### config.mk
export PLATFORM = sky130hd
export DESIGN_NAME = flappy_game_ctrl_flat
export DESIGN_NICKNAME = d
export VERILOG_FILES = /design/src/rtl/flappy_game_ctrl_if.sv /design/src/rtl/flappy_game_ctrl.sv /design/src/flat_wrapper.sv
export SDC_FILE = /design/constraint.sdc
export NUM_CORES = 1
export LEC_CHECK = 0
export CAP_MARGIN = 20
export CORE_MARGIN = 3
export CORE_UTILIZATION = 55
export DETAILED_ROUTE_END_ITERATION = 16
export DONT_BUFFER_PORTS = 1
export GPL_ROUTABILITY_DRIVEN = 0
export MAX_ROUTING_LAYER = met4
export PLACE_DENSITY_LB_ADDON = 0.25
export SLEW_MARGIN = 20
export SYNTH_ARGS = -nofsm -noshare
export SYNTH_HDL_FRONTEND = slang
export SYNTH_SLANG_ARGS = --single-unit
export TNS_END_PERCENT = 30
### constraint.sdc
create_clock -name dot_clk -period 4.2 [get_ports dot_clk]
set_input_delay 0.63 -clock dot_clk [delete_from_list [all_inputs] [get_ports dot_clk]]
set_output_delay 0.63 -clock dot_clk [all_outputs]
set_load 0.005 [all_outputs]
### src/rtl/flappy_game_ctrl_if.sv
// Signal bundle between the flappy game sequencer and its surroundings.
// Carries the user buttons, the collision flag and live score into the
// sequencer, and the motion gate, score clear, state and score registers out.
//   start, pause       : button levels (edge-detected inside the sequencer)
//   dot_collided       : collision flag from the dot datapath
//   score              : live score from the score counter
//   run_en             : dot/column motion enable
//   score_clear        : score counter clear
//   game_state         : 00 IDLE, 01 PLAY, 10 PAUSE, 11 DEAD
//   last_score         : score latched at the most recent collision
//   high_score         : session maximum of last_score
//   new_record         : one-cycle pulse when high_score updates
interface flappy_game_ctrl_if #(
  parameter int SCORE_W = 8
);
  logic               start;
  logic               pause;
  logic               dot_collided;
  logic [SCORE_W-1:0] score;
  logic               run_en;
  logic               score_clear;
  logic [1:0]         game_state;
  logic [SCORE_W-1:0] last_score;
  logic [SCORE_W-1:0] high_score;
  logic               new_record;

  // Drives the sequencer inputs (buttons / datapath side).
  modport master (
    output start, pause, dot_collided, score,
    input  run_en, score_clear, game_state, last_score, high_score, new_record
  );

  // The sequencer itself.
  modport slave (
    input  start, pause, dot_collided, score,
    output run_en, score_clear, game_state, last_score, high_score, new_record
  );
endinterface

### src/rtl/flappy_game_ctrl.sv
// Top-level game sequencer for the flappy dot datapath.
// Gates dot motion, clears the score counter between rounds, ends a round on
// collision, latches the final score and keeps a session high score.
// Ports:
//   dot_clk : frame clock, all state updates on its rising edge
//   resetn  : synchronous active-low reset
//   bus     : flappy_game_ctrl_if.slave (buttons, collision, score, outputs)
module flappy_game_ctrl #(
  parameter int DEAD_CYCLES = 120,
  parameter int SCORE_W     = 8
) (
  input  logic                  dot_clk,
  input  logic                  resetn,
  flappy_game_ctrl_if.slave     bus
);

  typedef enum logic [1:0] {
    S_IDLE  = 2'b00,
    S_PLAY  = 2'b01,
    S_PAUSE = 2'b10,
    S_DEAD  = 2'b11
  } state_t;

  localparam logic [15:0] DEAD_LOAD = 16'(DEAD_CYCLES - 1);

  state_t             state_q, state_d;
  logic [15:0]        cnt_q, cnt_d;
  logic [SCORE_W-1:0] last_q, last_d;
  logic [SCORE_W-1:0] high_q, high_d;
  logic               rec_q, rec_d;
  logic               run_en_q;
  logic               clr_q;
  logic               start_q, pause_q;
  logic               start_rise, pause_rise;

  assign start_rise = bus.start & ~start_q;
  assign pause_rise = bus.pause & ~pause_q;

  always_comb begin
    state_d = state_q;
    cnt_d   = cnt_q;
    last_d  = last_q;
    high_d  = high_q;
    rec_d   = 1'b0;
    case (state_q)
      S_IDLE: begin
        if (start_rise) state_d = S_PLAY;
      end
      S_PLAY: begin
        // Collision has priority over a simultaneous pause press.
        if (bus.dot_collided) begin
          state_d = S_DEAD;
          last_d  = bus.score;
          cnt_d   = DEAD_LOAD;
          if (bus.score > high_q) begin
            high_d = bus.score;
            rec_d  = 1'b1;
          end
        end else if (pause_rise) begin
          state_d = S_PAUSE;
        end
      end
      S_PAUSE: begin
        // Abandoning the round beats resuming it.
        if (start_rise)      state_d = S_IDLE;
        else if (pause_rise) state_d = S_PLAY;
      end
      S_DEAD: begin
        // Counter loaded with DEAD_CYCLES-1, so residency counts down to 0.
        if (cnt_q == 16'd0) state_d = S_IDLE;
        else                cnt_d   = cnt_q - 16'd1;
      end
      default: state_d = S_IDLE;
    endcase
  end

  always_ff @(posedge dot_clk) begin
    // Button history tracks the level even during reset, so a button held
    // through reset release is seen as already high and yields no edge.
    start_q <= bus.start;
    pause_q <= bus.pause;
    if (!resetn) begin
      state_q  <= S_IDLE;
      cnt_q    <= 16'd0;
      last_q   <= '0;
      high_q   <= '0;
      rec_q    <= 1'b0;
      run_en_q <= 1'b0;
      clr_q    <= 1'b1;
    end else begin
      state_q  <= state_d;
      cnt_q    <= cnt_d;
      last_q   <= last_d;
      high_q   <= high_d;
      rec_q    <= rec_d;
      run_en_q <= (state_d == S_PLAY);
      clr_q    <= (state_d == S_IDLE);
    end
  end

  assign bus.run_en      = run_en_q;
  assign bus.score_clear = clr_q;
  assign bus.game_state  = state_q;
  assign bus.last_score  = last_q;
  assign bus.high_score  = high_q;
  assign bus.new_record  = rec_q;

endmodule
### src/flat_wrapper.sv
// flat-port wrapper written by rule: the top's interface ports become plain ports
module flappy_game_ctrl_flat 
#(
  parameter int DEAD_CYCLES = 120,
  parameter int SCORE_W     = 8
)
  (dot_clk, resetn, bus_start, bus_pause, bus_dot_collided, bus_score, bus_run_en, bus_score_clear, bus_game_state, bus_last_score, bus_high_score, bus_new_record);
  flappy_game_ctrl_if #(.SCORE_W(SCORE_W)) bus_i ();
  input  logic dot_clk;
  input  logic resetn;
  input wire logic [$bits(bus_i.start)-1:0] bus_start;
  input wire logic [$bits(bus_i.pause)-1:0] bus_pause;
  input wire logic [$bits(bus_i.dot_collided)-1:0] bus_dot_collided;
  input wire logic [$bits(bus_i.score)-1:0] bus_score;
  output wire logic [$bits(bus_i.run_en)-1:0] bus_run_en;
  output wire logic [$bits(bus_i.score_clear)-1:0] bus_score_clear;
  output wire logic [$bits(bus_i.game_state)-1:0] bus_game_state;
  output wire logic [$bits(bus_i.last_score)-1:0] bus_last_score;
  output wire logic [$bits(bus_i.high_score)-1:0] bus_high_score;
  output wire logic [$bits(bus_i.new_record)-1:0] bus_new_record;
  assign bus_i.start = bus_start;
  assign bus_i.pause = bus_pause;
  assign bus_i.dot_collided = bus_dot_collided;
  assign bus_i.score = bus_score;
  assign bus_run_en = bus_i.run_en;
  assign bus_score_clear = bus_i.score_clear;
  assign bus_game_state = bus_i.game_state;
  assign bus_last_score = bus_i.last_score;
  assign bus_high_score = bus_i.high_score;
  assign bus_new_record = bus_i.new_record;
  flappy_game_ctrl #(.DEAD_CYCLES(DEAD_CYCLES), .SCORE_W(SCORE_W)) u_core (.dot_clk(dot_clk), .resetn(resetn), .bus(bus_i));
endmodule
==> images/placement.png <==
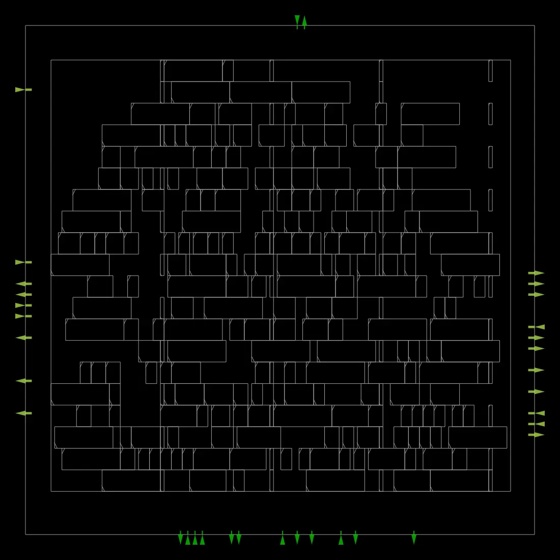
core area: 3150 um^2
# rows: 20
Seq cells: 39
filler instances: 300

==> images/wires.png <==
Drawn at 6 px/um. Two of the layers only.
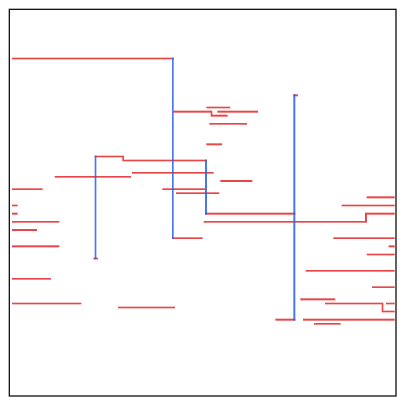
- metal 3: red (wire length 310 um)
- metal 4: blue (wire length 93.2 um)

==> images/metal_density.png <==
Drawn at 6 px/um. The die is cut into 13 by 13 equal tiles; dark blue is low, red is high, scaled to the fullest tile. Values are wire area over tile area, all layers added.
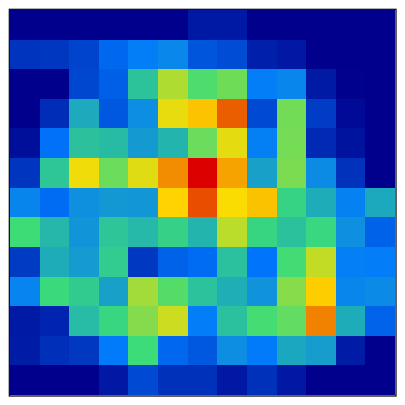
- tiles over half the peak: 20%
- fullest tile: 0.53
- emptiest ninth of the die: top right
- densest ninth of the die: middle

==> images/io_fan.png <==
Drawn at 8 px/um.
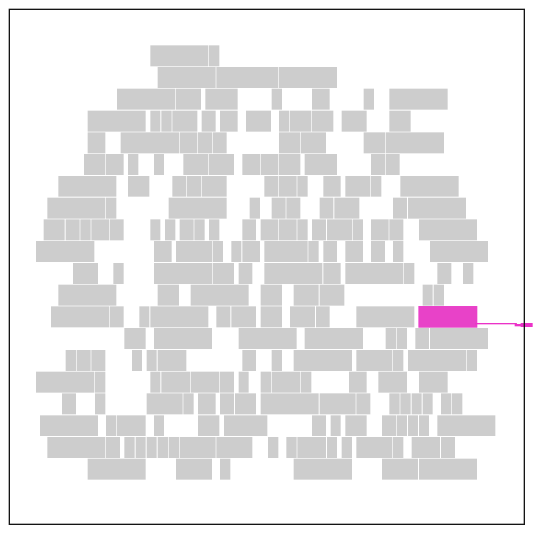
- bus_new_record: magenta (bits 1; direction output; edge right; end cells 1; buffers 0; wire 5.90 um)

==> images/flops_by_reg.png <==
Drawn at 10 px/um. Other sequential cells in the stronger gray, the rest of the logic in the fainter gray.
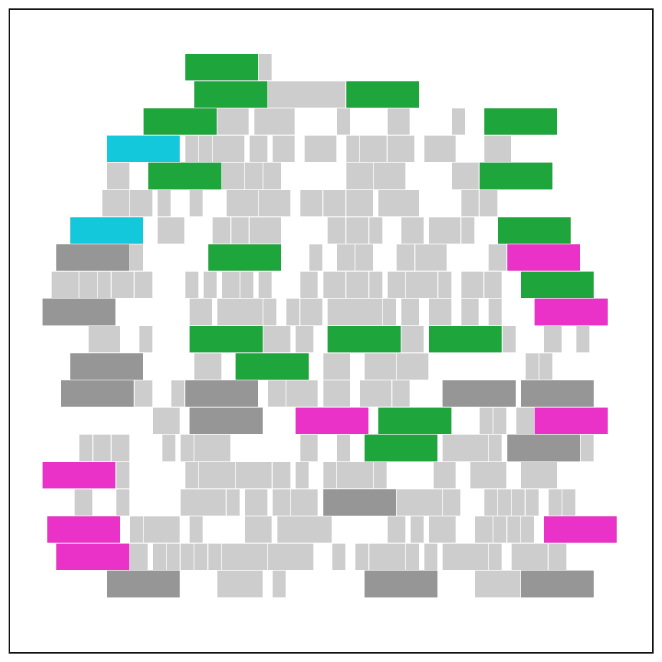
- u_core.bus.game_state: cyan (placed flops 2)
- u_core.bus.last_score: magenta (placed flops 8)
- u_core.cnt_q: green (placed flops 16)
- not colored: 13

==> results.sh <==
# physical design summary
export IMPL_outcome="finished clean"
export IMPL_grt_pass1_vias=1471
export IMPL_cts_htree_levels=2
export IMPL_antenna_left=0
export IMPL_drv_cap=0
export IMPL_die_height_um=64.2
export IMPL_ys_ff=39
export IMPL_post_dp_hpwl_um=2920
export IMPL_timing_rr_end="u_core.bus.high_score[7]"
export IMPL_n_antenna_cell=0
export IMPL_gr_usage_all_layers=0.211
export IMPL_area_growth_pct=3.90
export IMPL_dieWidth_um=64.2
export IMPL_synth_yosys_seq_area_share=0.419
export IMPL_worstSetupPathType="reg -> reg"
export IMPL_vias=1528
export IMPL_drt_wl_total_um=3940
export IMPL_drt_iter0_markers=108
export IMPL_power_leakage_uw=0.000734
export IMPL_yosys_top_cells_count="39 x dfxtp_1, 39 x nand2_1, 20 x a21oi_1"
export IMPL_cts_hold_buffers=0
export IMPL_postCtsResizedCells=0
export IMPL_drt_first_pass_iters=4
export IMPL_hold_depth=0
export IMPL_ys_area_um2=1860
export IMPL_synthTopCellsByArea="dfxtp_1 42%, nand2_1 7.9%, ha_1 6.0%"
export IMPL_root_buffer="clkbuf_4"
export IMPL_warning_count=26
export IMPL_port_buffers=0
export IMPL_dp_cells=256
export IMPL_crit_required_ns=4.42
export IMPL_finalNonFillerCells=262
export IMPL_ys_cells=220
export IMPL_startpoint_type="register"
export IMPL_cp_arrival_ns=2.39
export IMPL_post_drt_wl_per_cell_um=15.1
export IMPL_reg2reg_from="u_core.bus.game_state[0]"
export IMPL_critPathMaxFanout=11
export IMPL_ys_warn_count=0
export IMPL_synth_cell_types=38
export IMPL_min_from="bus_start"
export IMPL_die_area_um2=4120
export IMPL_cts_buffer_depth=2
export IMPL_slew_violations=0
export IMPL_route_detailed_drc=0
export IMPL_synthFlopType="dfxtp_1"
export IMPL_tns_ns=0
export IMPL_worst_pin_slew_ns=0.758
export IMPL_setup_viol=0
export IMPL_via_per_inst=5.83
export IMPL_initCoreUtil=0.591
export IMPL_async_reset_ff_frac=0
export IMPL_path_clk_slew_ns=0.09
export IMPL_io_pins=34
export IMPL_stdcell_area_um2=1940
export IMPL_fp_nets=242
export IMPL_worst_r2r_setup_slack_ns=2.03
export IMPL_slew_headroom=0.493
export IMPL_cts_tree="done"
export IMPL_postCtsSetupBuffers=0
export IMPL_syn_avg_cell_area_um2=8.47
export IMPL_grt_pass1_wl_um=6560
export IMPL_yosysTopAreaCell="dfxtp_1"
export IMPL_end_kind="register"
export IMPL_min_to="u_core.start_q"
export IMPL_rsz0062_at_grt="false"
export IMPL_synth_edff_count=0
export IMPL_post_route_min_period_ns=2.17
export IMPL_syn_area_um2=1860
[flip-flops by register name, summed over array words and instances, names as in the netlist]
name	count
u_core.bus.game_state	2
u_core.bus.high_score	8
u_core.bus.last_score	8
u_core.bus.new_record	1
u_core.bus.run_en	1
u_core.bus.score_clear	1
u_core.cnt_q	16
u_core.pause_q	1
u_core.start_q	1
[layout make-up]
cell class / count / area [um^2]
flip-flops and latches: 39 / 781
multi-input cells: 160 / 1010
fillers: 300 / 1220
inverters: 13 / 48.8
well taps: 44 / 55.1
clock buffers: 6 / 41.3
[how the worst max path moves through the flow]
stage                                         from  cells after the start  slack, ns                        to
after floorplan                       bus_score[7]                      6       2.11  u_core.bus.high_score[0]
after global placement                bus_score[7]                      5       1.71  u_core.bus.high_score[7]
after detailed placement              bus_score[7]                      5       1.61  u_core.bus.high_score[2]
after CTS                 u_core.bus.game_state[1]                      4       1.77  u_core.bus.high_score[1]
after global routing      u_core.bus.game_state[0]                      5       1.80  u_core.bus.high_score[7]
final                     u_core.bus.game_state[0]                      5       2.03  u_core.bus.high_score[7]
[layout by cell type, fill, tap and decap left out, drive strengths merged, types with 2 or more instances in the layout]
cell type / n
nor2: 14
ha: 9
or3: 5
nor4: 5
nor3: 6
o31ai: 2
or4: 3
xor2: 4
nor3b: 2
xnor2: 8
nand4: 4
o21a: 2
o21ai: 9
nor2b: 2
o31a: 2
nand3: 2
dfxtp: 39
a21oi: 20
clkbuf: 6
nand2: 39
inv: 13
mux2i: 8
a211oi: 2
[report_power, final]
group | switching [uW] | internal (uW)
clock | 110 | 59.5
combinational | 96.0 | 73.2
sequential | 36.0 | 400
total | 242 | 532
[stage by stage]
stage | hold slack, ns | setup WS [ns] | power (uW) | utilization
after floorplan | 0.448 | 2.11 | 577 | -
after global placement | 0.461 | 1.71 | 602 | 0.599
after detailed placement | 0.468 | 1.61 | 611 | 0.599
after CTS | 0.296 | 1.77 | 777 | 0.612
after global routing | 0.284 | 1.80 | 823 | 0.614
final | 0.301 | 2.03 | 775 | 0.614
[per-layer routing]
layer | wire (um) | global-route usage
met1 | 1720 | 0.240
met4 | 93 | 0.119
met2 | 1820 | 0.330
met3 | 310 | 0.0650
met5 | 0 | -
[cell families after synthesis]
family	Yosys count	synth area share
and+or+nand+nor	86	0.230
AOI/OAI and AO/OA	45	0.149
DFF	39	0.419
buffers and inverters	21	0.0423
xor gates and xnor gates	12	0.0564
adders and majority gates	9	0.0604
muxes	8	0.0430
[critical path, stage by stage (launching register included)]
cell       delay [ns]
dfxtp_1          0.60
nand2_1          0.14
nor2_1           0.61
o21ai_0          0.25
a2bb2oi_2        0.28
mux2i_1          0.17
No activity file was given, so power comes from the tool's default toggle rates.
